**Close-up of the layout**

Bar = 10 um. Window x 27 to 57, y 27 to 57 um. Cells in gray, sequential cells in the stronger gray; small squares are vias.
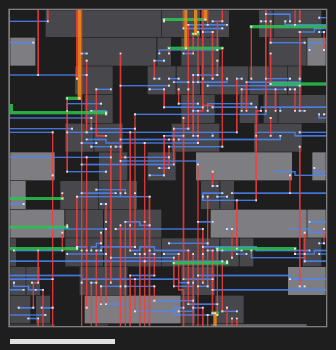
**Signal wires by layer**

Only two layers are drawn.
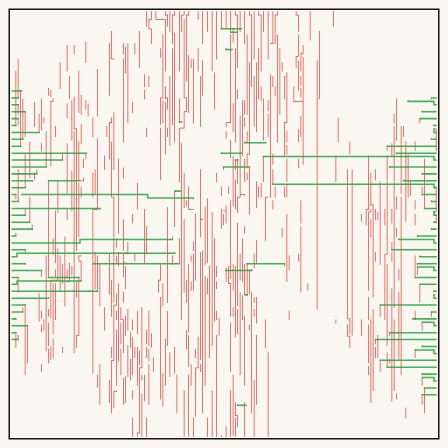
**The clock network**

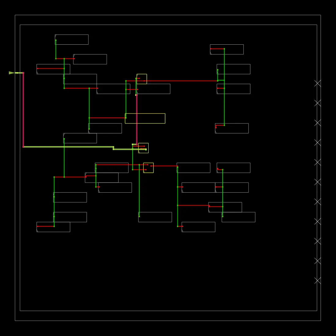
**Wires at chosen ports, followed through buffers**

Bar = 20 um.
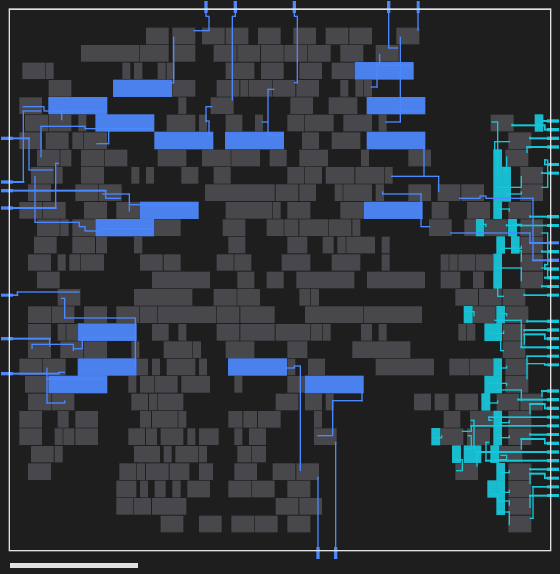
**M1 wires**

Supply wires on this layer in gray.
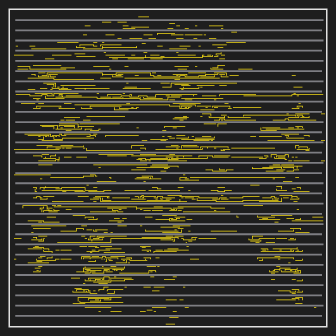
### src/rtl/regfile_write_arbiter_pkg.sv
`default_nettype none
// ============================================================================
//  Module   : rf_pkg
//  Purpose  : Shared register-file constants for the writeback arbiter and
//             its neighbours (address width, register count, x0, sources).
//  Revision : 1.0 - initial release
// ============================================================================
package rf_pkg;
  localparam int REG_ADDR_W = 5;
  localparam int NUM_REGS   = 32;

  // Writes to x0 are accepted but never reach the register file.
  localparam logic [REG_ADDR_W-1:0] REG_X0 = '0;

  // Writeback source indices as wired at the top level.
  localparam int SRC_ALU  = 0;
  localparam int SRC_LOAD = 1;
  localparam int SRC_MISC = 2;

  typedef logic [REG_ADDR_W-1:0] reg_addr_t;
endpackage
`default_nettype wire

### src/rtl/regfile_write_arbiter_if.sv
`default_nettype none
// ============================================================================
//  Module   : regfile_write_arbiter_if
//  Purpose  : Flattened valid/ready writeback request bus, one slice per
//             requester. master = writeback sources, slave = arbiter.
//  Revision : 1.0 - initial release
// ============================================================================
interface regfile_write_arbiter_if #(
  parameter int WORD_SIZE = 16,
  parameter int NUM_REQ   = 3
);
  import rf_pkg::*;

  logic [NUM_REQ-1:0]            req_valid;
  logic [NUM_REQ-1:0]            req_ready;
  logic [NUM_REQ*REG_ADDR_W-1:0] req_rd;
  logic [NUM_REQ*WORD_SIZE-1:0]  req_data;

  modport master (output req_valid, output req_rd, output req_data, input req_ready);
  modport slave  (input req_valid, input req_rd, input req_data, output req_ready);
endinterface
`default_nettype wire

### src/rtl/regfile_write_arbiter_rr_arbiter.sv
`default_nettype none
// ============================================================================
//  Module   : rr_arbiter
//  Purpose  : Generic combinational round-robin grant. Searches upward from
//             ptr (wrapping modulo NUM_REQ) and grants the first request.
//  Revision : 1.0 - initial release
// ============================================================================
module rr_arbiter #(
  parameter  int NUM_REQ = 3,
  localparam int SRC_W   = $clog2(NUM_REQ)
) (
  input  logic [NUM_REQ-1:0] req,
  input  logic [SRC_W-1:0]   ptr,
  output logic [NUM_REQ-1:0] grant,
  output logic [SRC_W-1:0]   grant_idx,
  output logic               grant_valid
);

  // One spare bit so ptr + offset never overflows before the wrap.
  logic [SRC_W:0] cand;

  // Walk the candidates in priority order, keeping the first hit.
  always_comb begin
    grant       = '0;
    grant_idx   = '0;
    grant_valid = 1'b0;
    cand        = '0;
    for (int k = 0; k < NUM_REQ; k++) begin
      cand = {1'b0, ptr} + (SRC_W+1)'(k);
      if (cand >= (SRC_W+1)'(NUM_REQ)) begin
        cand = cand - (SRC_W+1)'(NUM_REQ);
      end
      if (!grant_valid && req[cand[SRC_W-1:0]]) begin
        grant_valid = 1'b1;
        grant_idx   = cand[SRC_W-1:0];
      end
    end
    grant[grant_idx] = grant_valid;
  end

endmodule
`default_nettype wire

### src/rtl/regfile_write_arbiter.sv
`default_nettype none
// ============================================================================
//  Module   : regfile_write_arbiter
//  Purpose  : Shares the register file write port among NUM_REQ writeback
//             sources. Round-robin grant, one-cycle registered write, and a
//             pending-destination mask for hazard logic.
//  Revision : 1.0 - initial release
// ============================================================================
module regfile_write_arbiter
  import rf_pkg::*;
#(
  parameter  int WORD_SIZE = 16,
  parameter  int NUM_REQ   = 3,
  localparam int SRC_W     = $clog2(NUM_REQ)
) (
  input  logic                    clk,
  input  logic                    rst,        // asynchronous, active low
  input  logic                    wb_stall,
  regfile_write_arbiter_if.slave  req,
  output logic                    rf_en,
  output logic [REG_ADDR_W-1:0]   rf_rd,
  output logic [WORD_SIZE-1:0]    rf_data,
  output logic [SRC_W-1:0]        rf_src,
  output logic [NUM_REGS-1:0]     pending_mask
);

  logic [SRC_W-1:0]     ptr;
  logic [NUM_REQ-1:0]   eligible;
  logic [NUM_REQ-1:0]   grant;
  logic [SRC_W-1:0]     win_idx;
  logic                 win_valid;
  reg_addr_t            win_rd;
  logic [WORD_SIZE-1:0] win_data;

  // A stall hides every request from the arbiter, so nothing is granted.
  assign eligible = wb_stall ? '0 : req.req_valid;

  rr_arbiter #(.NUM_REQ(NUM_REQ)) u_arb (
    .req         (eligible),
    .ptr         (ptr),
    .grant       (grant),
    .grant_idx   (win_idx),
    .grant_valid (win_valid)
  );

  // Grants are suppressed while reset is held so no transfer can be lost.
  assign req.req_ready = rst ? grant : '0;

  assign win_rd   = req.req_rd[int'(win_idx)*REG_ADDR_W +: REG_ADDR_W];
  assign win_data = req.req_data[int'(win_idx)*WORD_SIZE +: WORD_SIZE];

  // Capture the winner's write and advance the pointer past it.
  always_ff @(posedge clk or negedge rst) begin
    if (!rst) begin
      rf_en   <= 1'b0;
      rf_rd   <= '0;
      rf_data <= '0;
      rf_src  <= '0;
      ptr     <= '0;
    end else begin
      // x0 writes are consumed but never enabled at the register file.
      rf_en <= win_valid && (win_rd != REG_X0);
      if (win_valid) begin
        rf_rd   <= win_rd;
        rf_data <= win_data;
        rf_src  <= win_idx;
        ptr     <= (win_idx == SRC_W'(NUM_REQ-1)) ? '0 : win_idx + SRC_W'(1);
      end
    end
  end

  // rf_en already excludes x0; the bit-0 clear keeps that explicit.
  assign pending_mask = rf_en ? ((NUM_REGS'(1) << rf_rd) & ~(NUM_REGS'(1))) : '0;

endmodule
`default_nettype wire

### src/flat_wrapper.sv
// flat-port wrapper written by rule: the top's interface ports become plain ports
module regfile_write_arbiter_flat import rf_pkg::*;
#(
  parameter  int WORD_SIZE = 16,
  parameter  int NUM_REQ   = 3,
  localparam int SRC_W     = $clog2(NUM_REQ)
)
  (clk, rst, wb_stall, rf_en, rf_rd, rf_data, rf_src, pending_mask, req_req_valid, req_req_rd, req_req_data, req_req_ready);
  regfile_write_arbiter_if #(.WORD_SIZE(WORD_SIZE), .NUM_REQ(NUM_REQ)) req_i ();
  input  logic clk;
  input  logic rst;
  input  logic wb_stall;
  output logic rf_en;
  output logic [REG_ADDR_W-1:0] rf_rd;
  output logic [WORD_SIZE-1:0] rf_data;
  output logic [SRC_W-1:0] rf_src;
  output logic [NUM_REGS-1:0] pending_mask;
  input wire logic [$bits(req_i.req_valid)-1:0] req_req_valid;
  input wire logic [$bits(req_i.req_rd)-1:0] req_req_rd;
  input wire logic [$bits(req_i.req_data)-1:0] req_req_data;
  output wire logic [$bits(req_i.req_ready)-1:0] req_req_ready;
  assign req_i.req_valid = req_req_valid;
  assign req_i.req_rd = req_req_rd;
  assign req_i.req_data = req_req_data;
  assign req_req_ready = req_i.req_ready;
  regfile_write_arbiter #(.WORD_SIZE(WORD_SIZE), .NUM_REQ(NUM_REQ)) u_core (.clk(clk), .rst(rst), .wb_stall(wb_stall), .req(req_i), .rf_en(rf_en), .rf_rd(rf_rd), .rf_data(rf_data), .rf_src(rf_src), .pending_mask(pending_mask));
endmodule
### config.mk
export PLATFORM = sky130hd
export DESIGN_NAME = regfile_write_arbiter_flat
export DESIGN_NICKNAME = d
export VERILOG_FILES = /design/src/rtl/regfile_write_arbiter_pkg.sv /design/src/rtl/regfile_write_arbiter_if.sv /design/src/rtl/regfile_write_arbiter_rr_arbiter.sv /design/src/rtl/regfile_write_arbiter.sv /design/src/flat_wrapper.sv
export SDC_FILE = /design/constraint.sdc
export NUM_CORES = 1
export LEC_CHECK = 0
export CAP_MARGIN = 20
export CORE_UTILIZATION = 31
export CTS_BUF_LIST = sky130_fd_sc_hd__clkbuf_4
export CTS_CLUSTER_SIZE = 28
export DETAILED_ROUTE_END_ITERATION = 8
export GPL_ROUTABILITY_DRIVEN = 1
export PLACE_DENSITY = 0.69
export RECOVER_POWER = 50
export SLEW_MARGIN = 20
export SYNTH_ARGS = -nofsm -noshare
export SYNTH_HDL_FRONTEND = slang
export SYNTH_SLANG_ARGS = --single-unit
### constraint.sdc
create_clock -name clk -period 7.5 [get_ports clk]
set_input_delay 1.125 -clock clk [delete_from_list [all_inputs] [get_ports clk]]
set_output_delay 1.125 -clock clk [all_outputs]
set_load 0.05 [all_outputs]
==> flow_results.org <==
#+TITLE: Flow metrics

** Synthesis
- The synthesized design spends more area on one cell type than any other, namely sky130_fd_sc_hd__dfrtp_1.
- For reference, the top cells by area after synthesis are sky130_fd_sc_hd__dfrtp_1 (31%), sky130_fd_sc_hd__nor2_1 (8.8%), sky130_fd_sc_hd__o31ai_2 (6.0%).
- Yosys Instances :: 244
- Post-synth mux share :: 0.01728
- Share of synthesized registers carrying an async set or reset :: 1.000
- For this run, the number of Yosys warnings is 0.
- Synth cell count leaders :: sky130_fd_sc_hd__nor2_1 (49), sky130_fd_sc_hd__nand2_1 (31), sky130_fd_sc_hd__dfrtp_1 (26)

** Layout
- Cell type taking the most area :: multi-input combinational cells
- The finished cells cover around 0.0034 mm2.
- Core Util, Final :: 0.5285
- The most common logic cell in the final layout is sky130_fd_sc_hd__clkdlybuf4s50_1.
- The layout report gives the multi-input gate share of total cell area as 0.3820.
- There are 26 flip-flops and latches.
- Buffering overhead :: 0.3761
- Number of flip-flops under the largest register name :: 16
- Count of filler cells inserted in the layout :: between 600 and 700

** Die
- The die is roughly 84 um tall.

** Timing
- Final count of negative-setup-slack endpoints :: 0
- In the final report, the number of hold violations comes to 0.
- Per the final report, max-transition violations number 49.

** Worst setup path
- Together, buffers and inverters on the worst path number 3.
- The report lists the cells along the critical path as dlygate4sd3_1 -> clkbuf_1 -> nand2_1 -> nor3_1 -> clkdlybuf4s50_1.
- STA classifies the critical path endpoint as an output port.
- The slowest stage of the critical path belongs to the cell sky130_fd_sc_hd__clkbuf_1.
- For this run, the slowest stage of the critical path takes roughly 1100 ps.
- The worst setup path is launched from an input port.
- Largest fanout of any net on the critical path :: 27

** Drt
- Remaining DRCs :: 11
- Total number of vias :: between 2000 and 2500

** Min path
- Worst Hold Launch :: u_core.rf_src[1]$_DFFE_PN0N_

** Clocking
- Post-CTS setup buffer count :: 0
- Max clock buf depth :: 2
- For this design, the sink count on the clock tree is 26.
- For this design, the CTS-stage hold fixing added 0 buffers.

** Pwr
- For this design the static power due to leakage is about 1.4 nW.
- The power report attributes to the clock group a share of 0.079.
- Relative contribution of combinational cells to total power :: 0.709

** Global route
- Vias in the first global route :: approximately 2100

** Job
- The tool flagged a number of max-cap violations equal to 1.

** Run status
- Violated checks :: design-rule violations, max-capacitance violations, max-slew violations
- The flow ran to the end, but the final reports show violations.
Notes on 'close-up of the layout' above:
legend:
  met2:
    color: red
  met3:
    color: green
  met1:
    color: blue
  met4:
    color: orange
most frequent: clkdlybuf4s50_1 (7)
sequential cells in the window: 4
netlist names of flops here include: `u_core.rf_rd` (2)
cells with their middle in the window: 48

Notes on 'signal wires by layer' above:
legend:
  met3:
    color: green
    wire_length: 560 um
  met2:
    color: red
    wire_length: 3230 um

Notes on 'the clock network' above:
power dissipated in the clock network: 98.4 uW
number of CTS-inserted buffers: 3
Post-Route Skew: 3.607 ps
Clk Latency, worst-skew pair: 330 ps

Notes on 'wires at chosen ports, followed through buffers' above:
legend:
  `rf_data`:
    color: blue
    bits: 16
    direction: output
    end_cells: 16
    buffers: 16
    wire: 457 um
  `pending_mask`:
    color: cyan
    bits: 32
    direction: output
    end_cells: 32
    buffers: 31
    wire: 273 um

Notes on 'M1 wires' above:
wire length on this layer: 2580 um
share of all routed wire: 40%
longest straight run: 25.3 um
main direction: horizontal

Power and IR drop assume default switching activity.
